## config.mk

```make
export PLATFORM = sky130hd
export DESIGN_NAME = shadow_copy_sequencer
export DESIGN_NICKNAME = d
export VERILOG_FILES = /design/src/rtl/shadow_copy_sequencer.sv
export SDC_FILE = /design/constraint.sdc
export NUM_CORES = 1
export LEC_CHECK = 0
export ABC_AREA = 1
export CORE_UTILIZATION = 25
export DETAILED_ROUTE_END_ITERATION = 12
export PLACE_DENSITY_LB_ADDON = 0.05
export SYNTH_ARGS = -nofsm -noshare
export SYNTH_HDL_FRONTEND = slang
export SYNTH_SLANG_ARGS = --single-unit
```

## constraint.sdc

```tcl
create_clock -name CopyClock -period 1.93 [get_ports CopyClock]
set_clock_uncertainty 0.05 [all_clocks]
set_input_delay 0.193 -clock CopyClock [delete_from_list [all_inputs] [get_ports CopyClock]]
set_output_delay 0.193 -clock CopyClock [all_outputs]
set_load 0.02 [all_outputs]
```

## src/rtl/shadow_copy_sequencer.sv

```systemverilog
// rtl/shadow_copy_sequencer.sv - copies a ROM image into shadow RAM word by word while holding the CPU in reset
// Optional read-back verify of every written word is compiled in with SHADOW_VERIFY_EN.
module shadow_copy_sequencer #(
    parameter logic [15:0] SRC_BASE = 16'h8000,
    parameter logic [15:0] DST_BASE = 16'h0000,
    parameter int unsigned WORDS    = 32768
) (
    input  logic        CopyClock,
    input  logic        Reset_n,
    input  logic        CopyStart,
    input  logic        Memory_Ack,
    input  logic [15:0] RdData,
    output logic [15:0] Addr,
    output logic [15:0] WrData,
    output logic        MemRd,
    output logic        MemWr,
    output logic        BusOwn,
    output logic        ResetReq,
    output logic        CopyDone,
    output logic        CopyError
);

    // 17-bit terminal index so WORDS=65536 still terminates.
    localparam logic [16:0] LAST_IDX = 17'(WORDS - 1);

    typedef enum logic [2:0] {
        S_IDLE   = 3'd0,
        S_READ   = 3'd1,
        S_WRITE  = 3'd2,
        S_DONE   = 3'd3
`ifdef SHADOW_VERIFY_EN
        ,
        S_VERIFY = 3'd4,
        S_ERROR  = 3'd5
`endif
    } state_t;

    state_t      state_q, state_d;
    logic [16:0] idx_q, idx_d;
    logic [15:0] wrdata_q, wrdata_d;
    logic        last_word;

    assign last_word = (idx_q == LAST_IDX);

    always_ff @(posedge CopyClock) begin
        if (!Reset_n) begin
            state_q  <= S_READ;
            idx_q    <= 17'd0;
            wrdata_q <= 16'h0000;
        end else begin
            state_q  <= state_d;
            idx_q    <= idx_d;
            wrdata_q <= wrdata_d;
        end
    end

    always_comb begin
        state_d  = state_q;
        idx_d    = idx_q;
        wrdata_d = wrdata_q;
        case (state_q)
            S_IDLE: begin
                if (CopyStart) begin
                    state_d = S_READ;
                    idx_d   = 17'd0;
                end
            end
            S_READ: begin
                if (Memory_Ack) begin
                    wrdata_d = RdData;
                    state_d  = S_WRITE;
                end
            end
            S_WRITE: begin
                if (Memory_Ack) begin
`ifdef SHADOW_VERIFY_EN
                    state_d = S_VERIFY;
`else
                    if (last_word) begin
                        state_d = S_DONE;
                    end else begin
                        idx_d   = idx_q + 17'd1;
                        state_d = S_READ;
                    end
`endif
                end
            end
`ifdef SHADOW_VERIFY_EN
            S_VERIFY: begin
                if (Memory_Ack) begin
                    if (RdData != wrdata_q) begin
                        state_d = S_ERROR;
                    end else if (last_word) begin
                        state_d = S_DONE;
                    end else begin
                        idx_d   = idx_q + 17'd1;
                        state_d = S_READ;
                    end
                end
            end
            S_ERROR: begin
                if (CopyStart) begin
                    state_d = S_IDLE;
                    idx_d   = 17'd0;
                end
            end
`endif
            S_DONE: begin
                if (CopyStart) begin
                    state_d = S_READ;
                    idx_d   = 17'd0;
                end
            end
            default: state_d = S_IDLE;
        endcase
    end

    // Only bus states own the bus; ResetReq drops solely in DONE.
    always_comb begin
        Addr      = 16'h0000;
        MemRd     = 1'b0;
        MemWr     = 1'b0;
        BusOwn    = 1'b0;
        ResetReq  = 1'b1;
        CopyDone  = 1'b0;
        CopyError = 1'b0;
        WrData    = wrdata_q;
        case (state_q)
            S_READ: begin
                Addr   = SRC_BASE + idx_q[15:0];
                MemRd  = 1'b1;
                BusOwn = 1'b1;
            end
            S_WRITE: begin
                Addr   = DST_BASE + idx_q[15:0];
                MemWr  = 1'b1;
                BusOwn = 1'b1;
            end
`ifdef SHADOW_VERIFY_EN
            S_VERIFY: begin
                Addr   = DST_BASE + idx_q[15:0];
                MemRd  = 1'b1;
                BusOwn = 1'b1;
            end
            S_ERROR: begin
                CopyError = 1'b1;
            end
`endif
            S_DONE: begin
                ResetReq = 1'b0;
                CopyDone = 1'b1;
            end
            default: ;
        endcase
    end

endmodule

```

Figure 1. Track usage over the die.
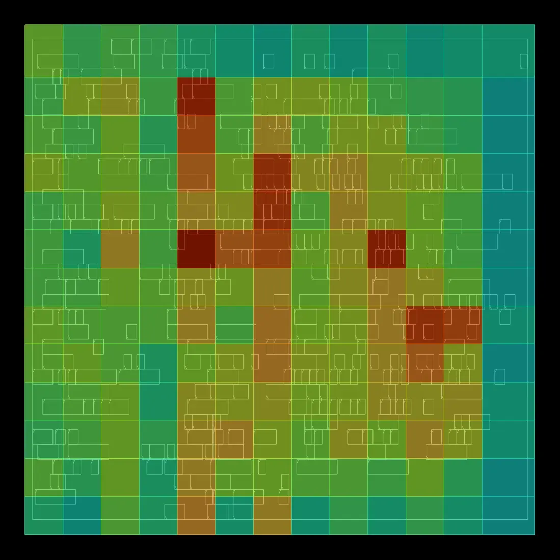
GRT Total Usage: 0.152
fin util: 0.370

Figure 2. Metal 3.
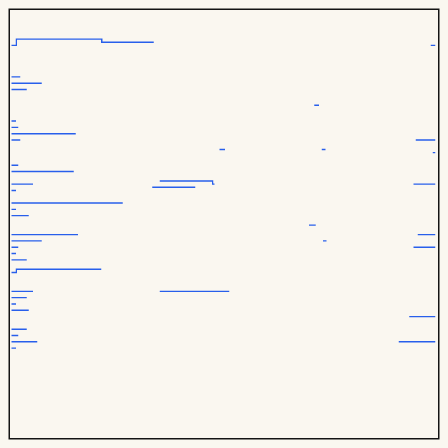
The layer holds 4.1% of the routed length. 41 nets have wire on it. The longest straight run is 23.7 um. The wires run mostly horizontal.

==> ci_impl_report.md <==
### Metrics collected by this job

| Metric | Value |
|---|---|
| Status | completed |
| Final Hold Viols | 0 |
| Seq cells post-synth | 35 |
| Die Height | 92.3 um |
| Post-Synth Simple-Gate Area | 0.425 |
| Number of routed nets with antenna violations | 0 |
| Max Transition Viols Final | 0 |
| Initial DRT Pass Iterations | 4 |
| Main area contributors | dfxtp_1 (34%), nor2_1 (12%), nand2_1 (12%) |
| Clock-cell share of area | 0.0321 |
| Final worst setup slack | 0.0862 ns |
| Critical Path Fanout Max | 4 |
| Mi-comb count | 229 |
| Pleak | 1.25 nW |
| Sw Pwr | 1.66 mW |
| Yosys warning count | 0 |
| Chip footprint | 8520 sq um |
| Clock-pin slew on the worst setup and hold paths | 0.09 ns |
| Clk pwr share | 0.154 |
| Most frequent cells after synthesis | nor2_1 (66), nand2_1 (64), inv_1 (38) |
| CP Data Arrival Time | 1.60 ns |
| Crit. Startpoint | state_q[0]$_SDFFE_PN1P_ |
| Placed instance count | 483 |
| Final sequential cell count | 35 |
| Clock buf count | 5 |
| Cell with the most instances after synthesis | nor2_1 |
| Fin nets | 412 |
| TritonCTS buffer count | 5 |
| Top class by area | logic gates |
| Sw Ratio | 0.448 |
| CTS Root Cell | clkbuf_8 |
| Final setup viols | 0 |
Figure 3. Signal wires by layer.
Only two layers are drawn.
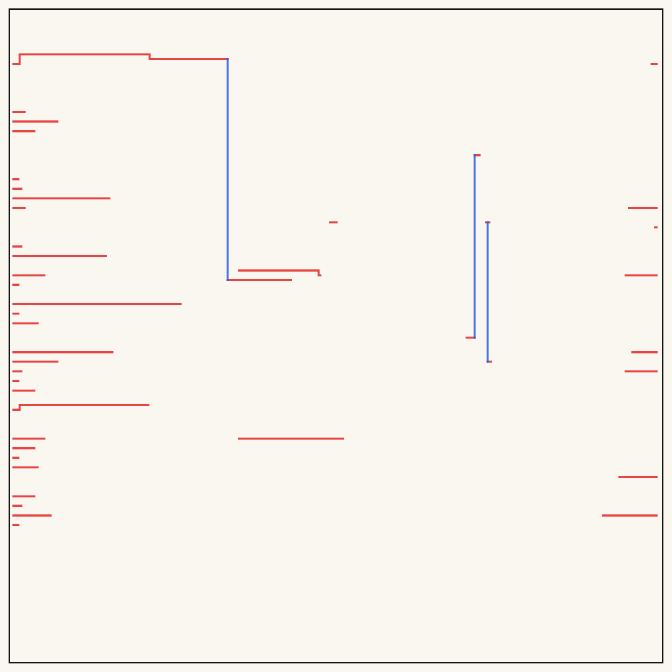
Blue is met4, wire length 76.8 um. Red is met3, wire length 243 um.

Figure 4. Register map, names as in the netlist.
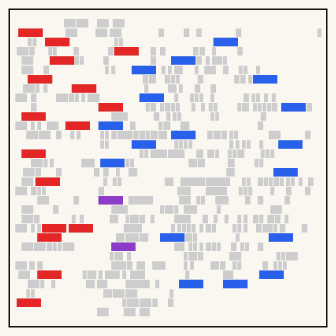
Blue is `idx_q`, placed flops 17. Red is `WrData`, placed flops 16. Purple is `state_q`, placed flops 2.
Register Area: 701 sq um
sequential cell area share: 0.243
Seq. pwr: 986 uW

## layer usage
metal,wire length [um],track usage,vias to the layer above
met1,2830,0.196,934
li1,-,-,1133
met5,0,0,-
met3,242,0.0312,6
met4,76,0.0443,0
met2,2740,0.257,47
## critical path, stage by stage (launching register included)
cell and delay (ns):
dfxtp_1 0.34, inv_1 0.06, ha_2 0.33, nor3_1 0.23, dlygate4sd2_1 0.36
## state kept, by name, summed over array words and instances (netlist names)
register  count
state_q       2
WrData       16
idx_q        17
## repair_timing
item	4_1_cts	5_1_grt
resized	62	17
setup buffers	0	0
cloned	0	0
endpoints found under the setup margin	32	25
Power is estimated from default activity; no workload was simulated.
